$ cat src/rtl/uarttx_fifo_csr.sv
// CSR block for the UART TX core: control, baud divisor, status and a FWFT TX FIFO.
// Optional interrupt logic and the IRQCTRL register are built when UARTTX_IRQ_EN is defined.
module uarttx_fifo_csr #(
    parameter int unsigned FIFO_DEPTH = 16,
    parameter int unsigned CLKDIV_W   = 16,
    parameter int unsigned CLKDIV_RST = 868
) (
    input  logic                clk,
    input  logic                rstn,
    input  logic                i_en,
    input  logic                i_wen,
    input  logic [3:0]          i_byteen,
    input  logic [5:0]          i_addr,
    input  logic [31:0]         i_data,
    output logic [31:0]         o_data,
    output logic                o_tx_en,
    output logic                o_tx_rst,
    output logic [CLKDIV_W-1:0] o_clkdiv,
    output logic [7:0]          o_tx_data,
    output logic                o_tx_data_valid,
    input  logic                i_tx_data_ready,
    input  logic                i_tx_state,
    output logic                o_irq
);
    localparam int unsigned AW = $clog2(FIFO_DEPTH);
    localparam int unsigned LW = AW + 1;

    logic [1:0]          ctrl_q, ctrl_d;
    logic [CLKDIV_W-1:0] clkdiv_q, clkdiv_d;
    logic [7:0]          last_q, last_d;
    logic [AW-1:0]       wr_ptr_q, wr_ptr_d, rd_ptr_q, rd_ptr_d;
    logic [LW-1:0]       level_q, level_d;
    logic                ovf_q, ovf_d;
    logic [31:0]         rdata_q, rdata_d;
    logic [7:0]          mem_q [FIFO_DEPTH];
    logic [31:0]         irq_word;

    logic [3:0] word;
    logic       wr, rd, push_req, push_ok, pop, full, empty, tx_rst, tx_en, valid;
    logic       unused_bits;

    assign word     = i_addr[5:2];
    assign wr       = i_en && i_wen;
    assign rd       = i_en && !i_wen;
    assign tx_en    = ctrl_q[0];
    assign tx_rst   = ctrl_q[1];
    assign full     = (level_q == LW'(FIFO_DEPTH));
    assign empty    = (level_q == '0);
    assign valid    = !empty && tx_en && !tx_rst;
    assign push_req = wr && (word == 4'd1) && i_byteen[0];
    // Fullness is judged before any same-cycle pop, so a push into a full FIFO always drops.
    assign push_ok  = push_req && !full && !tx_rst;
    assign pop      = valid && i_tx_data_ready;

    assign o_tx_en         = tx_en;
    assign o_tx_rst        = tx_rst;
    assign o_clkdiv        = clkdiv_q;
    assign o_tx_data       = mem_q[rd_ptr_q];
    assign o_tx_data_valid = valid;
    assign o_data          = rdata_q;
    assign unused_bits     = ^{i_data, i_addr[1:0], i_byteen};

`ifdef UARTTX_IRQ_EN
    logic [7:0] thr_q, thr_d;
    logic       ie_ovf_q, ie_ovf_d, ie_lvl_q, ie_lvl_d, irq_q, irq_d;

    assign irq_word = {16'h0, thr_q, 6'h0, ie_ovf_q, ie_lvl_q};
    assign irq_d    = (ie_lvl_q && (32'(level_q) <= 32'(thr_q))) || (ie_ovf_q && ovf_q);
    assign o_irq    = irq_q;

    always_comb begin
        thr_d    = thr_q;
        ie_ovf_d = ie_ovf_q;
        ie_lvl_d = ie_lvl_q;
        if (wr && (word == 4'd4)) begin
            if (i_byteen[0]) begin
                ie_ovf_d = i_data[1];
                ie_lvl_d = i_data[0];
            end
            if (i_byteen[1]) thr_d = i_data[15:8];
        end
    end

    always_ff @(posedge clk or negedge rstn) begin
        if (!rstn) begin
            thr_q    <= '0;
            ie_ovf_q <= 1'b0;
            ie_lvl_q <= 1'b0;
            irq_q    <= 1'b0;
        end else begin
            thr_q    <= thr_d;
            ie_ovf_q <= ie_ovf_d;
            ie_lvl_q <= ie_lvl_d;
            irq_q    <= irq_d;
        end
    end
`else
    assign irq_word = 32'h0;
    assign o_irq    = 1'b0;
`endif

    always_comb begin
        ctrl_d   = ctrl_q;
        clkdiv_d = clkdiv_q;
        last_d   = last_q;
        if (wr) begin
            case (word)
                4'd0: if (i_byteen[0]) ctrl_d = i_data[1:0];
                4'd1: if (i_byteen[0]) last_d = i_data[7:0];
                4'd3: begin
                    for (int i = 0; i < int'(CLKDIV_W); i++) begin
                        if (i_byteen[i/8]) clkdiv_d[i] = i_data[i];
                    end
                end
                default: ;
            endcase
        end
    end

    always_comb begin
        wr_ptr_d = wr_ptr_q;
        rd_ptr_d = rd_ptr_q;
        level_d  = level_q;
        ovf_d    = ovf_q;
        if (tx_rst) begin
            wr_ptr_d = '0;
            rd_ptr_d = '0;
            level_d  = '0;
            ovf_d    = 1'b0;
        end else begin
            if (push_ok) wr_ptr_d = wr_ptr_q + 1'b1;
            if (pop)     rd_ptr_d = rd_ptr_q + 1'b1;
            if (push_req && full) ovf_d = 1'b1;
            case ({push_ok, pop})
                2'b10:   level_d = level_q + 1'b1;
                2'b01:   level_d = level_q - 1'b1;
                default: level_d = level_q;
            endcase
        end
    end

    always_comb begin
        rdata_d = rdata_q;
        if (rd) begin
            case (word)
                4'd0:    rdata_d = {30'h0, ctrl_q};
                4'd1:    rdata_d = {24'h0, last_q};
                4'd2:    rdata_d = {8'h0, 8'(level_q), 7'h0, i_tx_state, 4'h0,
                                    ovf_q, full, empty, i_tx_data_ready};
                4'd3:    rdata_d = 32'(clkdiv_q);
                4'd4:    rdata_d = irq_word;
                default: rdata_d = 32'h0;
            endcase
        end
    end

    always_ff @(posedge clk or negedge rstn) begin
        if (!rstn) begin
            ctrl_q   <= '0;
            clkdiv_q <= CLKDIV_W'(CLKDIV_RST);
            last_q   <= '0;
            wr_ptr_q <= '0;
            rd_ptr_q <= '0;
            level_q  <= '0;
            ovf_q    <= 1'b0;
            rdata_q  <= '0;
        end else begin
            ctrl_q   <= ctrl_d;
            clkdiv_q <= clkdiv_d;
            last_q   <= last_d;
            wr_ptr_q <= wr_ptr_d;
            rd_ptr_q <= rd_ptr_d;
            level_q  <= level_d;
            ovf_q    <= ovf_d;
            rdata_q  <= rdata_d;
        end
    end

    // Storage needs no reset; level and pointers define which entries are live.
    always_ff @(posedge clk) begin
        if (push_ok) mem_q[wr_ptr_q] <= i_data[7:0];
    end

endmodule
$ cat config.mk
export PLATFORM = sky130hd
export DESIGN_NAME = uarttx_fifo_csr
export DESIGN_NICKNAME = d
export VERILOG_FILES = /design/src/rtl/uarttx_fifo_csr.sv
export SDC_FILE = /design/constraint.sdc
export NUM_CORES = 1
export LEC_CHECK = 0
export ABC_AREA = 1
export CAP_MARGIN = 0
export CORE_UTILIZATION = 48
export CTS_CLUSTER_SIZE = 8
export DETAILED_ROUTE_END_ITERATION = 10
export GPL_ROUTABILITY_DRIVEN = 0
export HOLD_SLACK_MARGIN = 0.1
export PLACE_DENSITY = 0.69
export SLEW_MARGIN = 10
export SYNTH_ARGS = -nofsm -noshare
export SYNTH_HDL_FRONTEND = slang
export SYNTH_SLANG_ARGS = --single-unit
$ cat constraint.sdc
create_clock -name clk -period 2.2 [get_ports clk]
set_input_delay 0.44 -clock clk [delete_from_list [all_inputs] [get_ports clk]]
set_output_delay 0.44 -clock clk [all_outputs]
set_load 0.01 [all_outputs]
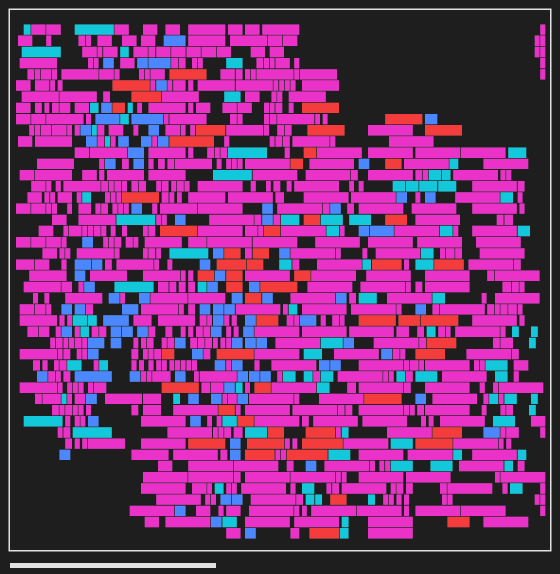
sizes.png
Scale bar: 50 um.
legend:
  cyan:
    size: _2 cells
    cells: 88
    share: 9.5%
  blue:
    size: _3 and _4 cells
    cells: 100
    share: 11%
  magenta:
    size: _0 and _1 cells
    cells: 679
    share: 74%
  red:
    size: _6 and larger
    cells: 55
    share: 6.0%
final worst slack: -215.7 ps
Non-clock buffers: 188

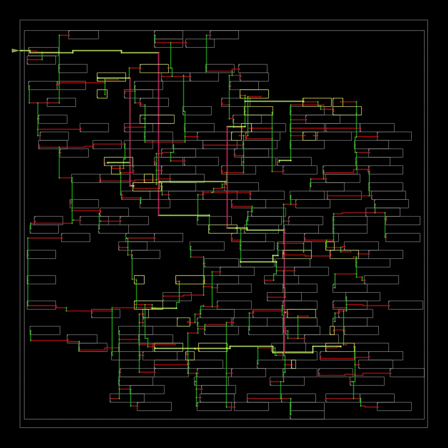
clocks.png
clock network power: 2.96 mW
Flops: 189
insertion delay at the late pin of the worst-skew pair: 430 ps
CTS buffer count: 17
Setup Skew: 7.989 ps

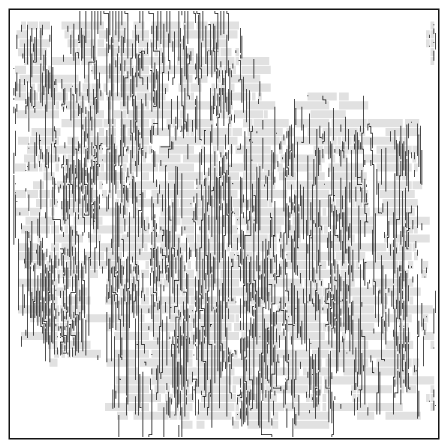
layer_met2.png
nets with wire on the layer: 806
wire length on this layer: 10400 um
main direction: vertical
share of all routed wire: 51%
routed vias: 6176
WL final: 20.57 mm
met2 Track Usage GR: 41.46%

==> reports/metrics.yaml <==
cells_and_area:
  drive_gt1_share_pct: 26.36
  final_cells: 1138
  fillers: 1172
  final_cell_area_um2: 10780
  combGateArea_um2: 2561
  post-route-util_pct: 66.91
  sh_seq_area_pct: 49.91
  bufAreaShareNonClock_pct: 16.79
  final_layout_top_logic_cells: "170 x nand2_1, 128 x edfxtp_1, 80 x buf_4, 65 x clkdlybuf4s50_1, 55 x nor2_1"
  antenna_cells: 0
  finalNetCount: 964
synth:
  synth-xor-area-share_pct: 0.2185
  logic_family: "simple AND/OR/NAND/NOR gates"
  syn_area_um2: 8018
  flop_cell: "edfxtp_1"
  edf_count: 128
  top_cell_area_share_pct: 47.94
  syn_area_per_cell_um2: 10.95
  ys_sh_aoi_pct: 9.597
  ys_cells: 732
  top_cells_by_area: "edfxtp_1 48%, dfrtp_1 17%, nand2_1 8.5%"
  mux_area_share_pct: 0.6554
  top_area_cell: "edfxtp_1"
clocking:
  ctsHoldBuffers: 1
  path_clk_slew_ps: 70
  h-tree-depth: 4
  clock_tree.root_cell: "clkbuf_16"
final_timing:
  relSlewSlack_pct: 59.31
  tns_ps: -1536
  hold_ws_ps: 481.0
  setup_violations: 8
  timing.final.ws_setup_ps: -215.7
  slew_violations: 0
critical_path:
  cp.buffers_inverters: 4
  end_kind: "output pin"
  path_max_fanout: 6
  worstSetupPathType: "flip-flop to output pin"
  cpLargestDelayFamily: "buffers and inverters"
  slowest_delay_ps: 430
place:
  dpl.cell_count: 1072
  pre_cts_slack_ps: -380.0
  place_hpwl_mm: 13.13
  place_area_um2: 9558
pwr:
  switching_share_pct: 31.41
  p_seq_share_pct: 39.9
  power.net_switching_mw: 3.211
  power.share.clock_pct: 29.0
  pwr-share-comb_pct: 31.1
die:
  die_h_um: 131.2
  rows: 46
  taps: 216
  dieArea_um2: 17220
drt:
  route.met3.wl_mm: 1.283
  wl_met1_mm: 8.447
  ant_nets: 0
  initialDrtViolationCount: 472
global_routing:
  grt.overflow.total: 0
  grt_pass1_wl_mm: 32.17
  grt_max_degree: 38
  grt_pass1_vias: 6217
  met3_usage_pct: 5.363
outcome:
  failed_checks: "setup timing"
  status: "complete, but fails checks"
hold_path:
  min_path_type: "flip-flop to flip-flop"
job:
  openroad.warnings: 51
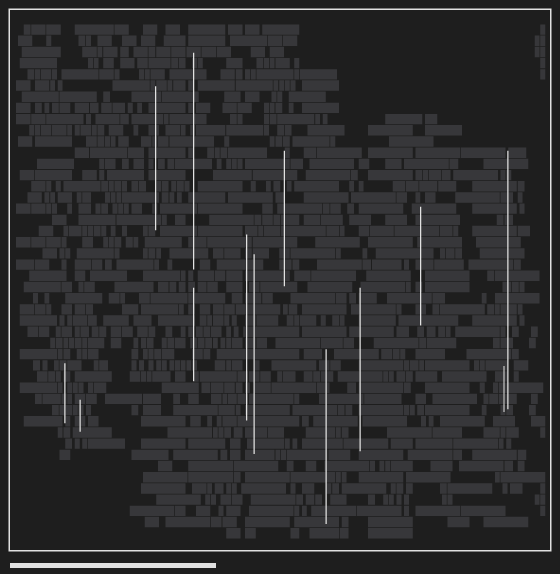
layer_met4.png
Scale bar: 50 um.
main direction: vertical
share of all routed wire: 2.1%
wire length on this layer: 441 um
nets with wire on the layer: 11

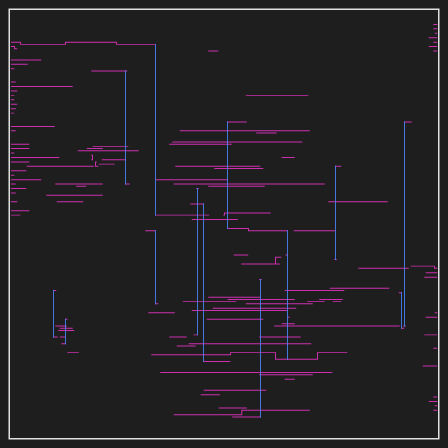
wires.png
Only two layers are drawn.
legend:
  magenta:
    layer: metal 3
    wire_length: 1280 um
  blue:
    layer: metal 4
    wire_length: 441 um
Routed WL per cell: 18.07 um
gr usage total: 24.60%

## Yosys cell counts (all sizes together) (7+ instances only)
cell    instances
buf            23
inv            45
a21oi          17
o31ai           7
nor3            8
nand3          39
ha              7
edfxtp        128
nor2           68
clkbuf         18
nand2         185
o22ai          13
dfrtp          56
o21ai          77
a311oi         10
## worst paths after layout
kind | cells after the start | slack, ps | from | end
hold reg to reg | 2 | 480 | o_clkdiv[5]$_DFFE_PN1P_ | o_clkdiv[5]$_DFFE_PN1P_
min in group asynchronous | 2 | 540 | rstn | o_data[8]$_DFFE_PN0P_
setup reg to reg | 16 | 260 | level_q[4]$_DFFE_PN0P_ | level_q[4]$_DFFE_PN0P_
hold / removal | 2 | 480 | o_clkdiv[5]$_DFFE_PN1P_ | o_clkdiv[5]$_DFFE_PN1P_
setup / recovery | 8 | -220 | rd_ptr_q[0]$_DFFE_PN0P_ | o_tx_data[2]
max in group asynchronous | 3 | 980 | rstn | o_clkdiv[2]$_DFFE_PN1P_
## registers in the layout, indices dropped and copies added (netlist names)
register,cells
wr_ptr_q,4
level_q,5
ctrl_q,2
mem_q,128
o_clkdiv,16
rd_ptr_q,4
last_q,8
ovf_q,1
o_data,21
## power by group through the flow
stage | clock, mW | combinational (mW) | sequential [mW]
2_1_floorplan | 0 | 1.17 | 4.15
3_3_place_gp | 0 | 2.34 | 4.15
3_5_place_dp | 0 | 2.42 | 4.15
4_1_cts | 3.01 | 3.00 | 4.07
5_1_grt | 3.16 | 3.41 | 4.09
6_report | 2.96 | 3.18 | 4.08
## worst register-to-register path, delay by kind of cell (launching register included)
kind,cells,cell delay (ps)
and+or+nand+nor,12,1080
adders and majority gates,1,140
DFF,1,380
buffers and inverters,3,240
Power is estimated from default activity; no workload was simulated.
